`config.mk`:
```
export PLATFORM = sky130hd
export DESIGN_NAME = frame_loader
export DESIGN_NICKNAME = d
export VERILOG_FILES = /design/src/rtl/frame_loader.sv
export SDC_FILE = /design/constraint.sdc
export NUM_CORES = 2
export LEC_CHECK = 0
export CORE_MARGIN = 5
export CORE_UTILIZATION = 33
export CTS_CLUSTER_DIAMETER = 150
export DETAILED_ROUTE_END_ITERATION = 16
export MAX_ROUTING_LAYER = met4
export PLACE_DENSITY_LB_ADDON = 0.15
export SETUP_SLACK_MARGIN = 0.4
export SYNTH_ARGS = -nofsm -noshare
export SYNTH_HDL_FRONTEND = slang
export SYNTH_SLANG_ARGS = --single-unit
```
`constraint.sdc`:
```
create_clock -name clk -period 91.3 [get_ports clk]
set_input_delay 13.695 -clock clk [delete_from_list [all_inputs] [get_ports clk]]
set_output_delay 13.695 -clock clk [all_outputs]
set_load 0.02 [all_outputs]
```
`src/rtl/frame_loader.sv`:
```
// Double-buffered 16x32 frame loader: bytes fill a back buffer, and a
// completed frame is copied to the displayed front buffer at a safe point.
module frame_loader #(
  parameter int unsigned TIMEOUT = 255
) (
  input  logic        clk,
  input  logic        reset,
  input  logic        frame_start,
  input  logic        byte_valid,
  input  logic [7:0]  byte_data,
  input  logic        swap_ok,
  output logic [31:0] matrix [15:0],
  output logic        busy,
  output logic        frame_done,
  output logic        err
);

  typedef enum logic [1:0] {
    IDLE = 2'd0,
    LOAD = 2'd1,
    PEND = 2'd2
  } state_t;

  localparam logic [7:0] TMO_LAST = 8'(TIMEOUT - 1);

  state_t      state;
  state_t      state_n;
  logic [5:0]  ptr;
  logic [5:0]  ptr_n;
  logic [7:0]  tmo;
  logic [7:0]  tmo_n;
  logic        wr;
  logic        swap;
  logic        abort;
  logic [31:0] back  [15:0];
  logic [31:0] front [15:0];

  always_comb begin
    state_n = state;
    ptr_n   = ptr;
    tmo_n   = tmo;
    wr      = 1'b0;
    swap    = 1'b0;
    abort   = 1'b0;
    unique case (1'b1)
      (state == IDLE): begin
        if (frame_start) begin
          state_n = LOAD;
          ptr_n   = 6'd0;
          tmo_n   = 8'd0;
        end
      end
      (state == LOAD): begin
        // a restart wins over any byte offered in the same cycle
        if (frame_start) begin
          abort = 1'b1;
          ptr_n = 6'd0;
          tmo_n = 8'd0;
        end else if (byte_valid) begin
          wr    = 1'b1;
          ptr_n = ptr + 6'd1;
          tmo_n = 8'd0;
          if (ptr == 6'd63) begin
            state_n = PEND;
          end
        end else if (tmo == TMO_LAST) begin
          abort   = 1'b1;
          state_n = IDLE;
          ptr_n   = 6'd0;
          tmo_n   = 8'd0;
        end else begin
          tmo_n = tmo + 8'd1;
        end
      end
      (state == PEND): begin
        if (swap_ok) begin
          swap    = 1'b1;
          state_n = IDLE;
        end
      end
      default: begin
        state_n = IDLE;
      end
    endcase
  end

  always_ff @(posedge clk or posedge reset) begin
    if (reset) begin
      state      <= IDLE;
      ptr        <= 6'd0;
      tmo        <= 8'd0;
      err        <= 1'b0;
      frame_done <= 1'b0;
    end else begin
      state      <= state_n;
      ptr        <= ptr_n;
      tmo        <= tmo_n;
      err        <= abort;
      frame_done <= swap;
    end
  end

  always_ff @(posedge clk or posedge reset) begin
    if (reset) begin
      for (int r = 0; r < 16; r++) begin
        back[r] <= 32'd0;
      end
    end else if (wr) begin
      back[ptr[5:2]][{ptr[1:0], 3'b000} +: 8] <= byte_data;
    end
  end

  always_ff @(posedge clk or posedge reset) begin
    if (reset) begin
      for (int r = 0; r < 16; r++) begin
        front[r] <= 32'd0;
      end
    end else if (swap) begin
      for (int r = 0; r < 16; r++) begin
        front[r] <= back[r];
      end
    end
  end

  always_comb begin
    for (int r = 0; r < 16; r++) begin
      matrix[r] = front[r];
    end
  end

  assign busy = (state != IDLE);

endmodule

```
==> results.yml <==
# yosys + openroad results
outcome:
  status: "finished, final reports clean"
timing:
  rsz0062_at_grt: "no"
  final_hold_viol_count: 0
  setup-tns-final_ps: 0
  period_needed_ps: 17390
  postLayoutSetupSlackWorst_ps: 73910
  slew_headroom_pct: 24.0
  fin_hold_ws_ps: 430
  fmax_mhz: 57.5
  tightestPinTransition_ps: 1140
  final-setup-viol-count: 0
worst_setup_path:
  cp_max_fo: 114
  slowest_stage: "buf_4"
  startpoint: "reset"
  cp.depth: 6
  cp_common_cell: "buf_4"
  required_ps: 92060
  worstSetupPathType: "input pin to asynchronous set/reset pin"
  reg2reg_slack_ps: 87110
  r2r_start: "state[1]$_DFFE_PP0P_"
clock_network:
  clockBufferDepth: 3
  ctsHoldBuffers: 0
  cts_tree: "yes"
  cts_repair_resize_count: 0
  cts_setup_buffers: 0
  root_buffer: "clkbuf_16"
  numCtsBuffers: 113
  clkSinkCount: 1042
global_routing:
  grt_pass1_wl_mm: 189
  antenna_found_initial: 14
  grt-ovfl-total: 0
  grt_pass1_vias: 26903
  grt_max_degree: 193
detailed_routing:
  vias: 26275
  vias_per_cell: 4.59
  ant_nets: 0
yosys:
  ys_sh_mux_pct: 15.6
  async_flop_share_pct: 100
  syn_nets: 3520
  synth-xor-area-share_pct: 0.0427
  synth-compound-area-share_pct: 0.387
  ys_sh_adder_pct: 0.214
  ys_ff: 1042
  yosysWarnings: 0
  netlist_area_mm2: 0.0410
  yosysUniqueCellTypes: 53
  syn_avg_cell_area_um2: 11.7
  logic_family: "simple AND/OR/NAND/NOR gates"
  synth_seq_share_pct: 63.6
flow_run:
  cap_violations: 0
  warning_count: 50
hold_path:
  whs_endpoint: "matrix[434]$_DFFE_PP0P_"
  min_from: "back[434]$_DFFE_PP0P_"
  worstHoldPathCells: 2
finish:
  final_cell_mix: "nand2_1, dfrtp_1, clkdlybuf4s50_1"
  drive_gt1_share_pct: 19.7
  layout.cells.non_filler: 5720
  layout_top_cell: "nand2_1"
  num-nets-final: 4001
die:
  initCoreUtil_pct: 33.2
  dieArea_mm2: 0.131
placement:
  gp_congestion: 0.747
  dp_slack_ps: 72950
  dpl.hpwl_mm: 82.4
  place_inst: 5503
  place_area_mm2: 0.0477
power:
  pwr_density_cell_mw_per_mm2: 19.1
layer usage:
layer	part of all wire [%]	GRT usage [%]	up-vias
met3	5.3	3.82	158
met4	2.0	4.61	0
met5	0	-	-
li1	-	-	12159
met1	48	28.1	13314
met2	45	29.4	644
cells in the mapped netlist, types with 2 or more instances:
library cell     n  area share, %
ha_1             7           0.21
buf_2           71           0.87
clkbuf_1        80           0.73
buf_4            5          0.092
nor4_1           2          0.031
nand2_8         28            1.4
and2_1          32           0.49
dfrtp_1       1042             64
buf_1           30           0.27
nor2_4           8           0.22
or2_2            2          0.031
nor3_2           5           0.12
nand4_1          2          0.031
nand2b_1         4          0.061
a21o_1           2          0.037
buf_12           6           0.29
nor2_1          11           0.10
nand2_2         25           0.38
xnor2_1          2          0.043
a21oi_1          3          0.037
mux2_2         310            8.5
nor3b_1          2          0.037
nand2_1       1558             14
nand3_1          8          0.098
o21ai_0         10           0.12
and2_4           3          0.064
mux2_4         171            6.3
nor3_4           2          0.079
nor3b_2          3          0.092
nand2_4          3          0.082
inv_1            9          0.082
o211ai_1         2          0.037
a31oi_1          2          0.031
mux2_1          31           0.85
area by class of cell:
type                    count  area (µm²)  area share [%]
clock inverters            46         671            1.30
diodes                      7        17.5          0.0338
multi-input cells        2255       14000            27.0
flip-flops and latches   1042       26100            50.4
well taps                1637        2050            3.96
clock buffers             164        3370            6.51
repair buffers            559        5570            10.7
inverters                  10        52.6           0.101
flip-flops by register name (all words and copies together), names as in the netlist:
register,flops
err,1
frame_done,1
tmo,8
state,2
back,512
ptr,6
matrix,512
report_power, final:
part	internal (mW)	switching (mW)	total (mW)
sequential	0.465	0.00230	0.467
clock	0.298	0.195	0.493
combinational	0.00549	0.0225	0.0280
tightest hold or removal path, delay by kind of cell (launching register included):
kind,cells,cell delay [ps]
simple gates,2,100
flops,1,340
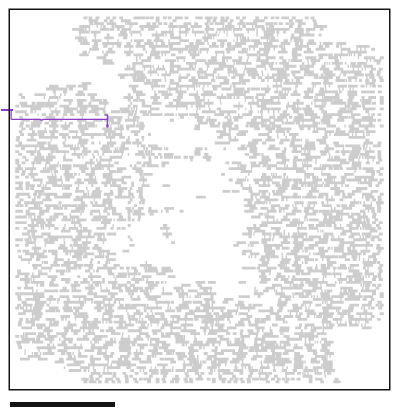
(images/port_trees.png)
Bar = 100 µm.
Purple shows `busy`, bits 1, direction output, edge west, end cells 1, buffers 1, wire 121 µm.
IO buf count: 527
I/O pin cnt: 528

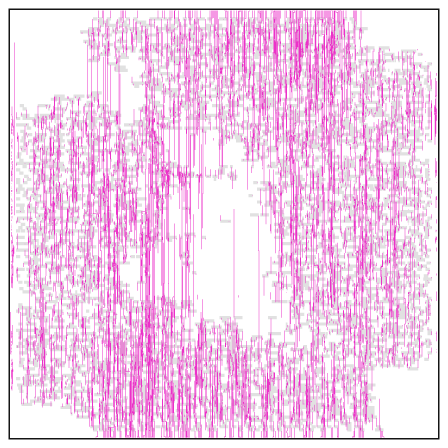
(images/m2.png)
Cells faint in the background.
The wires run mostly vertical. The layer carries 56.8 mm of wire. The longest straight run is 164 µm.

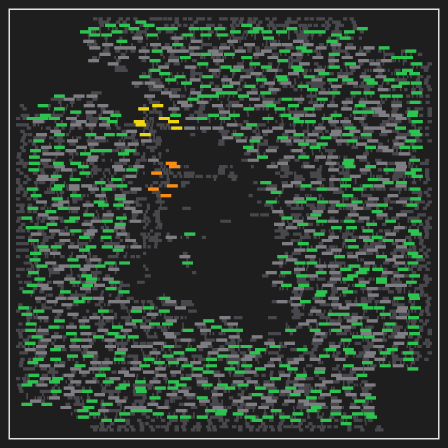
(images/ff_map.png)
Orange shows `ptr`, sequential cells 6. Green shows `matrix`, sequential cells 512, where all over the die. Yellow shows `tmo`, sequential cells 8.
Another 516 sequential cells are not coloured.
flop share of the area: 50.4%
register area: 0.0261 mm²
final core occ: 41.9%
sequential power: 467 µW

Power is estimated from default activity; no workload was simulated.
